**src/rtl/wrr_arb_pkg.sv**
```systemverilog
// Shared types and helpers for the weighted round-robin burst arbiter.
//   - arb_state_e : arbiter FSM states
//   - eff_weight  : maps a programmed weight to its effective burst limit
//   - DEF_*       : default parameter values for the arbiter
package wrr_arb_pkg;

   localparam int unsigned DEF_NUM_REQ  = 4;
   localparam int unsigned DEF_WEIGHT_W = 4;
   // Widest weight field eff_weight accepts; WEIGHT_W must not exceed this.
   localparam int unsigned MAX_WEIGHT_W = 16;

   typedef enum logic {
      ST_IDLE  = 1'b0,
      ST_GRANT = 1'b1
   } arb_state_e;

   // A weight of zero still allows one grant per turn.
   function automatic logic [MAX_WEIGHT_W-1:0] eff_weight(input logic [MAX_WEIGHT_W-1:0] w);
      return (w == '0) ? MAX_WEIGHT_W'(1) : w;
   endfunction

endpackage

```
**src/rtl/rr_pick.sv**
```systemverilog
// Rotating priority picker: first set bit of req at or above start,
// wrapping modulo NUM_REQ.
//   req      : request vector
//   start    : index with highest priority
//   found    : at least one request is set
//   pick_oh  : one-hot winner (zero when !found)
//   pick_idx : binary winner index (zero when !found)
module rr_pick #(
   parameter  int unsigned NUM_REQ = 4,
   localparam int unsigned IDX_W   = $clog2(NUM_REQ)
) (
   input  logic [NUM_REQ-1:0] req,
   input  logic [IDX_W-1:0]   start,
   output logic               found,
   output logic [NUM_REQ-1:0] pick_oh,
   output logic [IDX_W-1:0]   pick_idx
);

   localparam int unsigned DBL_W = 2 * NUM_REQ;

   logic [DBL_W-1:0] req_dbl;
   logic [DBL_W-1:0] mask;
   logic [DBL_W-1:0] masked;

   // Doubling the vector turns the wrap-around search into a plain
   // lowest-set-bit search once bits below start are masked off.
   assign req_dbl = {req, req};
   assign mask    = ~((DBL_W'(1) << start) - DBL_W'(1));
   assign masked  = req_dbl & mask;

   // Lowest set bit of the masked vector, folded back into range.
   always_comb begin
      found    = 1'b0;
      pick_idx = '0;
      for (int unsigned j = 0; j < DBL_W; j++) begin
         if (!found && masked[j]) begin
            found    = 1'b1;
            pick_idx = (j < NUM_REQ) ? IDX_W'(j) : IDX_W'(j - NUM_REQ);
         end
      end
   end

   assign pick_oh = found ? (NUM_REQ'(1) << pick_idx) : '0;

endmodule

```
**src/rtl/wrr_burst_arbiter.sv**
```systemverilog
// Weighted round-robin arbiter for multi-cycle transactions. The winner
// keeps a locked grant until done_i; it may be regranted back-to-back up
// to its weight, after which priority rotates past it.
//   clk_i, rst_ni : clock, async active-low reset
//   req_i         : per-requester level request
//   done_i        : current owner's transaction ends this cycle
//   weight_i      : per-requester max consecutive grants (0 acts as 1)
//   gnt_o         : registered one-hot grant
//   gnt_idx_o     : registered owner index, valid when busy_o
//   busy_o        : registered, equals |gnt_o
module wrr_burst_arbiter
   import wrr_arb_pkg::*;
#(
   parameter  int unsigned NUM_REQ  = DEF_NUM_REQ,
   parameter  int unsigned WEIGHT_W = DEF_WEIGHT_W,
   localparam int unsigned IDX_W    = $clog2(NUM_REQ)
) (
   input  logic                         clk_i,
   input  logic                         rst_ni,
   input  logic [NUM_REQ-1:0]           req_i,
   input  logic                         done_i,
   input  logic [NUM_REQ*WEIGHT_W-1:0]  weight_i,
   output logic [NUM_REQ-1:0]           gnt_o,
   output logic [IDX_W-1:0]             gnt_idx_o,
   output logic                         busy_o
);

   arb_state_e          state_q, state_d;
   logic [NUM_REQ-1:0]  gnt_q, gnt_d;
   logic [IDX_W-1:0]    idx_q, idx_d;
   logic                busy_q, busy_d;
   logic [IDX_W-1:0]    ptr_q, ptr_d;
   logic [WEIGHT_W-1:0] cnt_q, cnt_d;

   logic [IDX_W-1:0]    next_owner;
   logic [IDX_W-1:0]    pick_start;
   logic [WEIGHT_W-1:0] owner_weight;
   logic [WEIGHT_W-1:0] owner_weff;
   logic                pick_found;
   logic [NUM_REQ-1:0]  pick_oh;
   logic [IDX_W-1:0]    pick_idx;

   // Rotation starts just past the owner so the owner is considered last.
   assign next_owner   = (32'(idx_q) == NUM_REQ - 1) ? '0 : idx_q + IDX_W'(1);
   assign pick_start   = (state_q == ST_IDLE) ? ptr_q : next_owner;
   assign owner_weight = weight_i[32'(idx_q) * WEIGHT_W +: WEIGHT_W];
   assign owner_weff   = WEIGHT_W'(eff_weight(MAX_WEIGHT_W'(owner_weight)));

   rr_pick #(
      .NUM_REQ (NUM_REQ)
   ) u_pick (
      .req      (req_i),
      .start    (pick_start),
      .found    (pick_found),
      .pick_oh  (pick_oh),
      .pick_idx (pick_idx)
   );

   // Next-state and next-output logic.
   always_comb begin
      state_d = state_q;
      gnt_d   = gnt_q;
      idx_d   = idx_q;
      busy_d  = busy_q;
      ptr_d   = ptr_q;
      cnt_d   = cnt_q;
      case (state_q)
         ST_IDLE: begin
            if (pick_found) begin
               state_d = ST_GRANT;
               gnt_d   = pick_oh;
               idx_d   = pick_idx;
               busy_d  = 1'b1;
               cnt_d   = WEIGHT_W'(1);
            end
         end
         ST_GRANT: begin
            if (done_i) begin
               if (req_i[idx_q] && (cnt_q < owner_weff)) begin
                  // Burst continues with the same owner, no bubble.
                  cnt_d = cnt_q + WEIGHT_W'(1);
               end else begin
                  ptr_d = next_owner;
                  if (pick_found) begin
                     gnt_d = pick_oh;
                     idx_d = pick_idx;
                     cnt_d = WEIGHT_W'(1);
                  end else begin
                     state_d = ST_IDLE;
                     gnt_d   = '0;
                     idx_d   = '0;
                     busy_d  = 1'b0;
                     cnt_d   = '0;
                  end
               end
            end
         end
         default: begin
            state_d = ST_IDLE;
         end
      endcase
   end

   // State and output registers.
   always_ff @(posedge clk_i or negedge rst_ni) begin
      if (!rst_ni) begin
         state_q <= ST_IDLE;
         gnt_q   <= '0;
         idx_q   <= '0;
         busy_q  <= 1'b0;
         ptr_q   <= '0;
         cnt_q   <= '0;
      end else begin
         state_q <= state_d;
         gnt_q   <= gnt_d;
         idx_q   <= idx_d;
         busy_q  <= busy_d;
         ptr_q   <= ptr_d;
         cnt_q   <= cnt_d;
      end
   end

   assign gnt_o     = gnt_q;
   assign gnt_idx_o = idx_q;
   assign busy_o    = busy_q;

endmodule

```
**config.mk**
```make
export PLATFORM = sky130hd
export DESIGN_NAME = wrr_burst_arbiter
export DESIGN_NICKNAME = d
export VERILOG_FILES = /design/src/rtl/wrr_arb_pkg.sv /design/src/rtl/rr_pick.sv /design/src/rtl/wrr_burst_arbiter.sv
export SDC_FILE = /design/constraint.sdc
export NUM_CORES = 1
export LEC_CHECK = 0
export CORE_ASPECT_RATIO = 0.9
export CORE_UTILIZATION = 26
export DETAILED_ROUTE_END_ITERATION = 10
export PLACE_DENSITY_LB_ADDON = 0.3
export SLEW_MARGIN = 0
export SYNTH_ARGS = -nofsm -noshare
export SYNTH_HDL_FRONTEND = slang
export SYNTH_SLANG_ARGS = --single-unit
```
**constraint.sdc**
```tcl
create_clock -name clk_i -period 5.2 [get_ports clk_i]
set_input_delay 1.56 -clock clk_i [delete_from_list [all_inputs] [get_ports clk_i]]
set_output_delay 1.56 -clock clk_i [all_outputs]
set_load 0.03 [all_outputs]
```
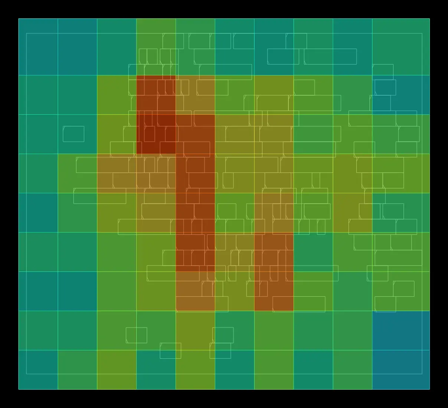
Figure 1: track usage over the die.
global routing usage on met2: 21.1%
final core occ: 36.8%
GRT Overall Usage: 13.4%

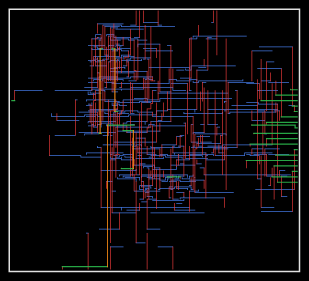
Figure 2: signal wires by layer.
Scale: 4 px per micron.
Blue stands for M1, wire length 1300 microns. Orange stands for M4, wire length 81.6 microns. Red stands for M2, wire length 1330 microns. Green stands for M3, wire length 137 microns.
wire length per cell after detailed routing: 14.3 microns
total wire length: 2850 microns

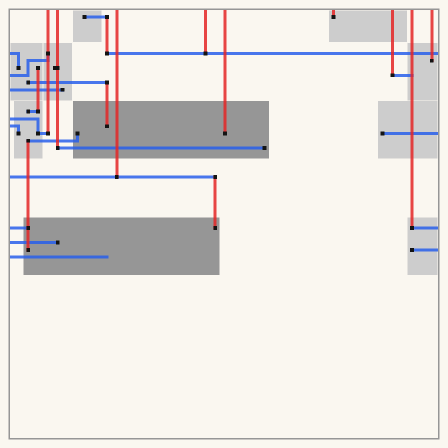
Figure 3: zoomed window.
Region (44, 6) to (64, 26) microns. Cells in grey, sequential cells in the stronger grey; small squares are vias.
Red stands for M2. Blue stands for M1.
Netlist names of flops here include `cnt_q` (2). Sequential cells in the window: 2. Most frequent: inv_1 (2), dfrtp_1 (2), clkdlybuf4s50_1 (2). 8 logic cells have their middle in the window.

==> README.md <==
| Group | Metric | Reported |
| --- | --- | --- |
| layout | Dominant logic cell types in the final layout | clkdlybuf4s50_1, dfrtp_1, nand2_1, nor2_1 |
| clocking | Longest Clk Path Bufs | 2 |
| floorplanning | Row count | 22 |
| final timing | Fin Setup TNS | 0 ns |
| power and ir drop | Power, Total | 876 uW |
| final timing | Final min period | 3.93 ns |
| logic synthesis | Avg Synthesized Cell Area | 10.3 sq um |
| power and ir drop | Pwr per Cell Area | 572 nW/um^2 |
| worst setup path | Critical Path End | gnt_idx_o[0] |
| floorplanning | CORE AREA | 4160 sq um |
| layout | Diode insertion count for antenna repair | 0 |
| power and ir drop | P_sw | 387 uW |
| logic synthesis | Post-Syn Instances | 112 |
| route | Vias after detailed routing | 1005 |
| logic synthesis | Async S/R FF share, synth | 100% |
| clocking | Number of gates given a new drive strength after cts | 0 |
| hold path | Hold Startpoint | gnt_o[2] |
| power and ir drop | Sequential cell fraction of total power | 24.6% |
| logic synthesis | Sequential share of the synthesized area | 30.4% |
| worst setup path | Worst-path maximum fanout | 7 |
| logic synthesis | Yosys stat area | 1150 sq um |
| logic synthesis | Post-synth tally of flip-flops with integrated enable | 0 |
| final timing | Max-slew headroom at the worst pin | 33.9% |
| logic synthesis | Most common library cells after synthesis | dfrtp_1, nand2_1, nor2_1 |
| worst setup path | Worst r2r dst | gnt_o[0] |
| clocking | Number of hold-repair buffers added at the cts stage | 0 |
| clocking | Root buf cell | clkbuf_8 |
| logic synthesis | Number of nets in the synthesized netlist | 141 |
| worst setup path | Worst Reg-to-Reg Cells | 9 |
| hold path | Hold worst-path end | gnt_o[2] |
| worst setup path | Critical path endpoint category | flop |
| worst setup path | Required time worst endpoint | 5.33 ns |
| route | Ratio of routed vias to standard cells | 5.05 |
| route | DR pass1 iterations | 4 |
| place | HPWL Detailed | 2210 microns |
| status | Status | complete, no violations |
| clocking | CTS tree | yes |
| clocking | Clock transition time at the flip-flop clock pins of the worst setup and hold paths | 0.06 ns |
| clocking | Skew-Pair Late Insertion Delay | 0.25 ns |
| layout | P&R area growth vs syn | 32.9% |
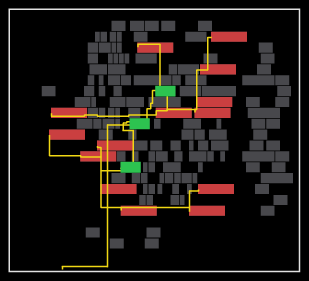
Figure 4: clock distribution.
Scale: 4 px per micron.
Yellow stands for clock wires, length 251 microns. Green stands for clock-net drivers, count 3. Red stands for flip-flops, count 14.
There are 4 routed clock nets.
Clk power: 90.9 uW
Max Clock Skew: 0.00345 ns

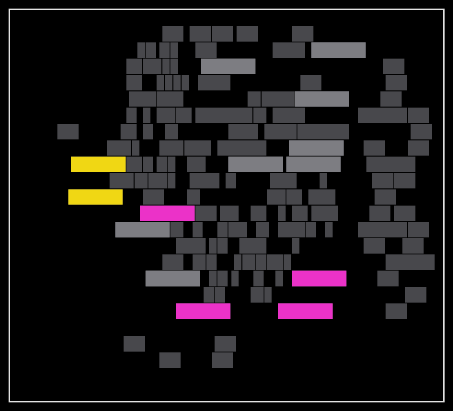
Figure 5: sequential cells grouped by signal name.
Scale: 6 px per micron. Other sequential cells in the stronger grey, the rest of the logic in the fainter grey.
Yellow stands for `ptr_q`, placed flops 2. Magenta stands for `cnt_q`, placed flops 4, where south.
Another 8 sequential cells are not coloured.
fraction of standard cell area that is sequential: 22.9%
power of the sequential group: 216 uW
Sequential cell area: 350 sq um

## power groups by stage
stage / registers [mW] / clock network, mW / logic, mW
floorplan: 0.236 / 0 / 0.405
global placement: 0.217 / 0 / 0.555
detailed placement: 0.220 / 0 / 0.570
CTS: 0.217 / 0.0931 / 0.573
global route: 0.228 / 0.0972 / 0.634
finish: 0.216 / 0.0909 / 0.569
## final cells by class
type                       count  share of cell area, %
timing repair buffer          29                   19.0
inverter                       7                   1.72
multi-input combinational     86                   48.9
sequential                    14                   22.9
tap                           60                   4.90
clock buffer                   3                   2.70
## sequential cells by signal, indices dropped and copies added, names as in the netlist
| register | count |
|---|---|
| gnt_idx_o | 2 |
| busy_o | 1 |
| ptr_q | 2 |
| cnt_q | 4 |
| state_q | 1 |
| gnt_o | 4 |
## stage by stage
step	area (sq um)	hold WS, ns
5_1_grt	1530	0.533
3_5_place_dp	1490	0.506
6_report	1530	0.513
4_1_cts	1530	0.519
2_1_floorplan	1150	0.510
3_3_place_gp	1490	0.502
## cell families (layout without fill, tap and decap cells)
family / after synthesis / count (layout) / share of synthesized area [%]
fa+ha+maj: 6 / 6 / 6.51
mux: 14 / 14 / 21.4
buf+inv: 12 / 39 / 4.67
compound gates: 30 / 30 / 18.8
flops: 14 / 14 / 30.4
simple gates: 36 / 36 / 18.2
## critical path: stages
cell and delay, ns:
clkdlybuf4s50_1 0.40, mux4_2 0.52, inv_1 0.08, ha_1 0.23, a21oi_1 0.23, o211ai_2 0.20, and2_4 0.23, mux2i_4 0.27
mux2_4 0.33
## routing by layer
layer  global-route usage [%]  vias up  share of wire [%]
met1                     17.1      478                 46
li1                         -      490                  -
met4                     7.60        0                2.8
met2                     21.1       29                 47
met3                     2.45        8                4.8
met5                        0        -                  0
Power and IR drop assume default switching activity.
